==> config.mk <==
export PLATFORM = sky130hd
export DESIGN_NAME = mul_seq
export DESIGN_NICKNAME = d
export VERILOG_FILES = /design/src/rtl/mul_seq.sv
export SDC_FILE = /design/constraint.sdc
export NUM_CORES = 1
export LEC_CHECK = 0
export ABC_AREA = 1
export CAP_MARGIN = 10
export CORE_ASPECT_RATIO = 0.9
export CORE_MARGIN = 10
export CORE_UTILIZATION = 45
export CTS_BUF_LIST = sky130_fd_sc_hd__clkbuf_16
export DETAILED_ROUTE_END_ITERATION = 6
export MAX_ROUTING_LAYER = met4
export PLACE_DENSITY = 0.73
export SLEW_MARGIN = 25
export SYNTH_ARGS = -nofsm -noshare
export SYNTH_HDL_FRONTEND = slang
export SYNTH_SLANG_ARGS = --single-unit
==> constraint.sdc <==
create_clock -name clk -period 7.05 [get_ports clk]
set_clock_uncertainty 0.1 [all_clocks]
set_input_delay 1.41 -clock clk [delete_from_list [all_inputs] [get_ports clk]]
set_output_delay 1.41 -clock clk [all_outputs]
set_load 0.01 [all_outputs]
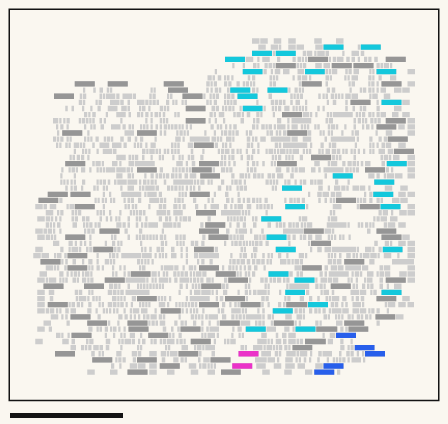
*Register map, names as in the netlist, run 1*
Bar = 50 um. Other sequential cells in the stronger gray, the rest of the logic in the fainter gray.
| color | netlist name | sequential cells |
|---|---|---|
| magenta | `state_q` | 2 |
| blue | `counter_q` | 5 |
| cyan | `result` | 32 |
Seq/total area: 0.2540
final core occ: 0.5359
FF+latch area: 3457 um^2

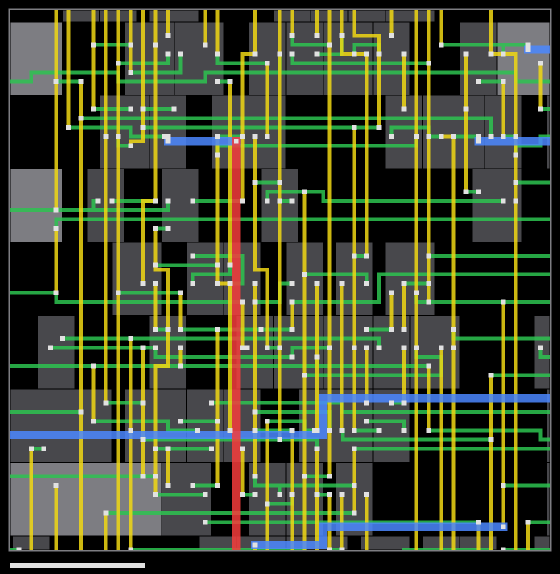
*Zoomed window, run 1*
Bar = 5 um. Region (85, 111) to (105, 131) um. Cells in gray, sequential cells in the stronger gray; small squares are vias.
| color | layer |
|---|---|
| red | M4 |
| yellow | M2 |
| green | M1 |
| blue | M3 |
cells with their middle in the window: 40
most frequent: nand2_1 (11), nand3_1 (9), nor2_1 (8)
sequential cells in the window: 1

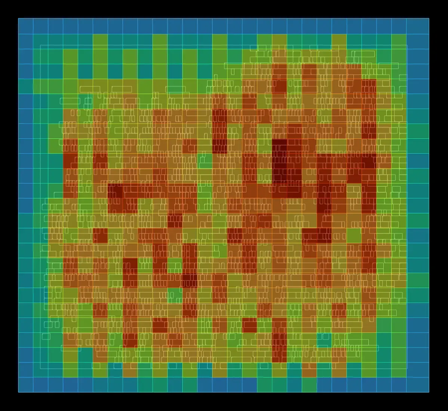
*Routing congestion, run 1*
met2 usage: 0.3903
gr usage total: 0.2503
routed length per instance: 17.52 um
global route hottest layer: met2
M1 GR Usage: 0.3320

==> run summary, run 1 <==
impl run done, here's what came out: synth top area cells dfrtp_1 29%, nand2_1 16%, nor2_1 8.1%, Die Ht approximately 170 um, cycle use final 0.5709, yosys cell count 1864, nonclk buf count 113, WP data required 5.54 ns, Post-synth ARST share 1.000, P_comb a little under 4 mW, FF-to-FF path depth 7, simple share 0.3664, met2 routed WL 18490 um, Ys Warns 0, first-pass GRT wire length around 65000 um, Net Sw Frac 0.5205, clock share of power 0.152, Setup crit start kind primary input, clock buf count 17, GRT overflow 0, clock latency on the worst-skew pair approximately 0.46 ns, IO Count 103, seq pwr 1.68 mW, #FFs+latches synth 138, # Post-CTS Setup Buffers 0, Inverters 232, final non-filler cell total 2287, XOR/XNOR share of the synthesized area 0.01799, cts hold-fix bufs 0, CP delay by family, top buffers and inverters, Arr. time, crit path between 2 and 3 ns, flip-flop and latch count approximately 140, synthesized area roughly 12000 um^2, Log Warnings 32, DRT met1 WL ~18000 um, Crit. End Element output pin, top-count cell post-synth nand2_1, Clock Network Area Fraction 0.04579, Pint 3.136 mW, Multi-In Gates 1430, Synth Area in Compound Gates 0.1739, H-Tree Depth 4, Final nets 2047, cells along the critical path clkdlybuf4s50_1, nand2_1, inv_1, clkdlybuf4s50_1, setup violators final 0, die width 189.9 um, Multi-input gate area 7101 um^2, gpl congestion a little under 1, area leader, netlist dfrtp_1, Tmin final around 4 ns, core area about 25000 um^2, CP Depth 4, Area growth syn-to-layout 16.43%, NonClk Buf Share 0.08257, Hold Path Cell Cnt 2, CP Class in2out, row cnt 55, n_diodes 0, Layout fillers 2490, comb area leader simple AND/OR/NAND/NOR gates, Vias 12730, Worst slew margin 0.3817, full die area 32830 um^2, most used cell, CP clkdlybuf4s50_1, Slew @ Worst Pin 0.9274 ns, post-DP HPWL approximately 30000 um, Adder Share, Synth 0.04882, status complete, no violations, logic share of the area 0.5218, Final Hold Viols 0, CTS Buf Count 17, top cells by count 499 x nand2_1, 251 x nor2_1, 227 x inv_1, DR top layer met4, count of pins over their slew limit 0, ratio of total power to cell area 480.7 nW/um^2, Longest Clk Path Bufs 2, Synth Instances 1864, clk sinks about 140, Post-synth EDFFs 0, R2R Setup Slk 3.11 ns, synthesis area per yosys 11690 um^2, DRT Pass-1 Iters 6, MaxCap Viol Count 0, most frequent logic cell in the layout nand2_1, Critical Path Max Stage Delay 0.53 ns, Worst VDD drop around 240 uV, Switch Pwr 3.404 mW, Syn Area/Cell 6.270 um^2, layout cells sized above 1 0.05090, critical path peak fanout 2
run 1: through the flow:
step	setup slack, ns	utilization	hold slack (ns)	power [mW]	instance area, um^2
6_report	3.025	0.5359	0.3986	6.541	13610
5_1_grt	2.842	0.5359	0.4128	7.118	13610
4_1_cts	3.014	0.5348	0.4025	6.480	13580
3_5_place_dp	2.813	0.5102	0.3840	5.486	12960
3_3_place_gp	2.872	0.5102	0.3701	5.398	12960
2_1_floorplan	1.845	-	0.3555	4.286	11690
run 1: per-layer routing:
| layer | vias up | global-route usage |
|---|---|---|
| li1 | 6254 | - |
| met1 | 5929 | 0.3320 |
| met3 | 57 | 0.03701 |
| met2 | 485 | 0.3903 |
| met4 | 0 | 0.06609 |
| met5 | - | - |
==> inputs of run 2 (changes only) <==
--- a/config.mk
+++ b/config.mk
@@ -13,7 +13,7 @@
 export CTS_BUF_LIST = sky130_fd_sc_hd__clkbuf_16
 export DETAILED_ROUTE_END_ITERATION = 6
 export MAX_ROUTING_LAYER = met4
-export PLACE_DENSITY = 0.73
+export PLACE_DENSITY = 0.75
 export SLEW_MARGIN = 25
 export SYNTH_ARGS = -nofsm -noshare
 export SYNTH_HDL_FRONTEND = slang
==> constraint.sdc (replaced) <==
create_clock -name clk -period 3.6 [get_ports clk]
set_clock_uncertainty 0.1 [all_clocks]
set_input_delay 0.72 -clock clk [delete_from_list [all_inputs] [get_ports clk]]
set_output_delay 0.72 -clock clk [all_outputs]
set_load 0.01 [all_outputs]
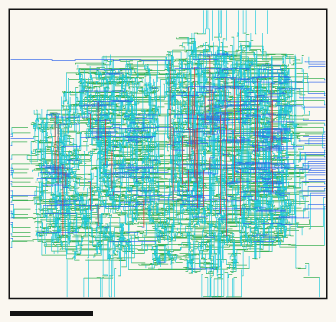
*Signal wires by layer, run 2*
Bar = 50 um.
| color | layer | wire length |
|---|---|---|
| green | M1 | 16900 um |
| cyan | M2 | 17600 um |
| blue | M3 | 3420 um |
| red | M4 | 1180 um |
routed length per instance: 17.02 um
gr usage total: 0.2408
wirelength, routed: 39010 um
Vias: 12910

==> run 2 against run 1 <==
Net effect: non-clock buffer count rose by 7; global-route usage down 0.96 points; die size unchanged; via count is 1.4% higher; synthesized cell count unchanged; highest routed layer unchanged; first-iteration DRC count decreased by 2.1%; largest cell class unchanged; setup slack got worse by 2.2 ns; clock power up 85%; register-to-register slack got worse by 2.3 ns; core utilization is 0.14 points higher.
==> run summary, run 2 <==
impl run done, here's what came out: status complete, no violations, GRT overflow 0, logic share of the area 0.5204, Seq/total area 0.2533, Hold Path Cell Cnt 2, Multi-input gate area just over 7000 um^2, CTS Buf Count 17, overall power 12.83 mW, post-DP HPWL 28900 um, n_diodes 0, Tmin final 2.785 ns, IO Count 103, Worst VDD drop 562.9 uV, Inverters 232, CP Class reg2reg, area leader, netlist dfrtp_1, Longest Clk Path Bufs 2, cells along the critical path buf_4, nand2_1, fa_1, inv_1, nand2_1, o21ai_1, inv_1, o21bai_1, nand2_1, nand3_1, nand2_1, nand2_1, o21bai_1, FF+latch area about 3500 um^2, synthesized area 11690 um^2, Post-synth ARST share 1.000, first-pass GRT wire length 63500 um, # Post-CTS Setup Buffers 0, Switch Pwr 6.669 mW, CP Depth 13, R2R Setup Slk 0.81 ns, most frequent logic cell in the layout nand2_1, Final Cell Area 13640 um^2, Final Hold Viols 0, top cells by count 499 x nand2_1, 251 x nor2_1, 227 x inv_1, Post-Place Worst Slack ~0.42 ns, cycle use final 0.7737, clock latency on the worst-skew pair about 0.45 ns, MaxCap Viol Count 0, Critical Path Max Stage Delay 0.40 ns, Area growth syn-to-layout 16.74%, Final nets 2054, layout cells sized above 1 0.05385, most used cell, CP nand2_1, gpl congestion 1.015, final core occ 0.5373, NonClk Buf Share 0.08840, critical path peak fanout 31, core area 25390 um^2, ratio of total power to cell area 940.0 nW/um^2, clock buf count 17, yosys cell count 1864, full die area 32830 um^2, top-count cell post-synth nand2_1, clock share of power 0.143, P_comb slightly below 8 mW, Pint 6.156 mW, flip-flop and latch count 138, Log Warnings 34, Slew @ Worst Pin around 0.92 ns, Arr. time, crit path 3.00 ns, Clock Network Area Fraction 0.04246, final non-filler cell total ~2300, Syn Area/Cell 6.270 um^2, DRT Pass-1 Iters 6, row cnt 55, Final WS setup 0.8145 ns, die width 189.9 um, cts hold-fix bufs 0, synth top area cells dfrtp_1 29%, nand2_1 16%, nor2_1 8.1%, nonclk buf count 120, Worst slew margin 0.3894
==> run 2: netlist changes by cell type in the layout (fill, tap and decap cells not counted), sizes merged <==
cell / previous run / this run
bufinv: 4 / 3
clkinvlp: 0 / 3
clkinv: 7 / 9
inv: 236 / 230
buf: 11 / 18
==> run 2: cell families (layout without fill, tap and decap cells) <==
logic type,count (synthesis),count (layout),share of synthesized area
AND-OR/OR-AND,350,350,0.1739
XOR/XNOR,24,24,0.01799
adder cells (fa/ha/maj),45,45,0.04882
buffers and inverters,296,382,0.09731
flip-flops,138,138,0.2956
AND/OR/NAND/NOR,1011,1011,0.3664
==> run 2: per-layer routing <==
metal	track usage	routed length, um	vias to the layer above
li1	-	-	6275
met1	0.3176	16850	5924
met2	0.3624	17560	620
met3	0.04385	3417	89
met4	0.08328	1181	0
met5	-	0	-
Power figures rest on the tool's default switching activity, not on a simulated workload.
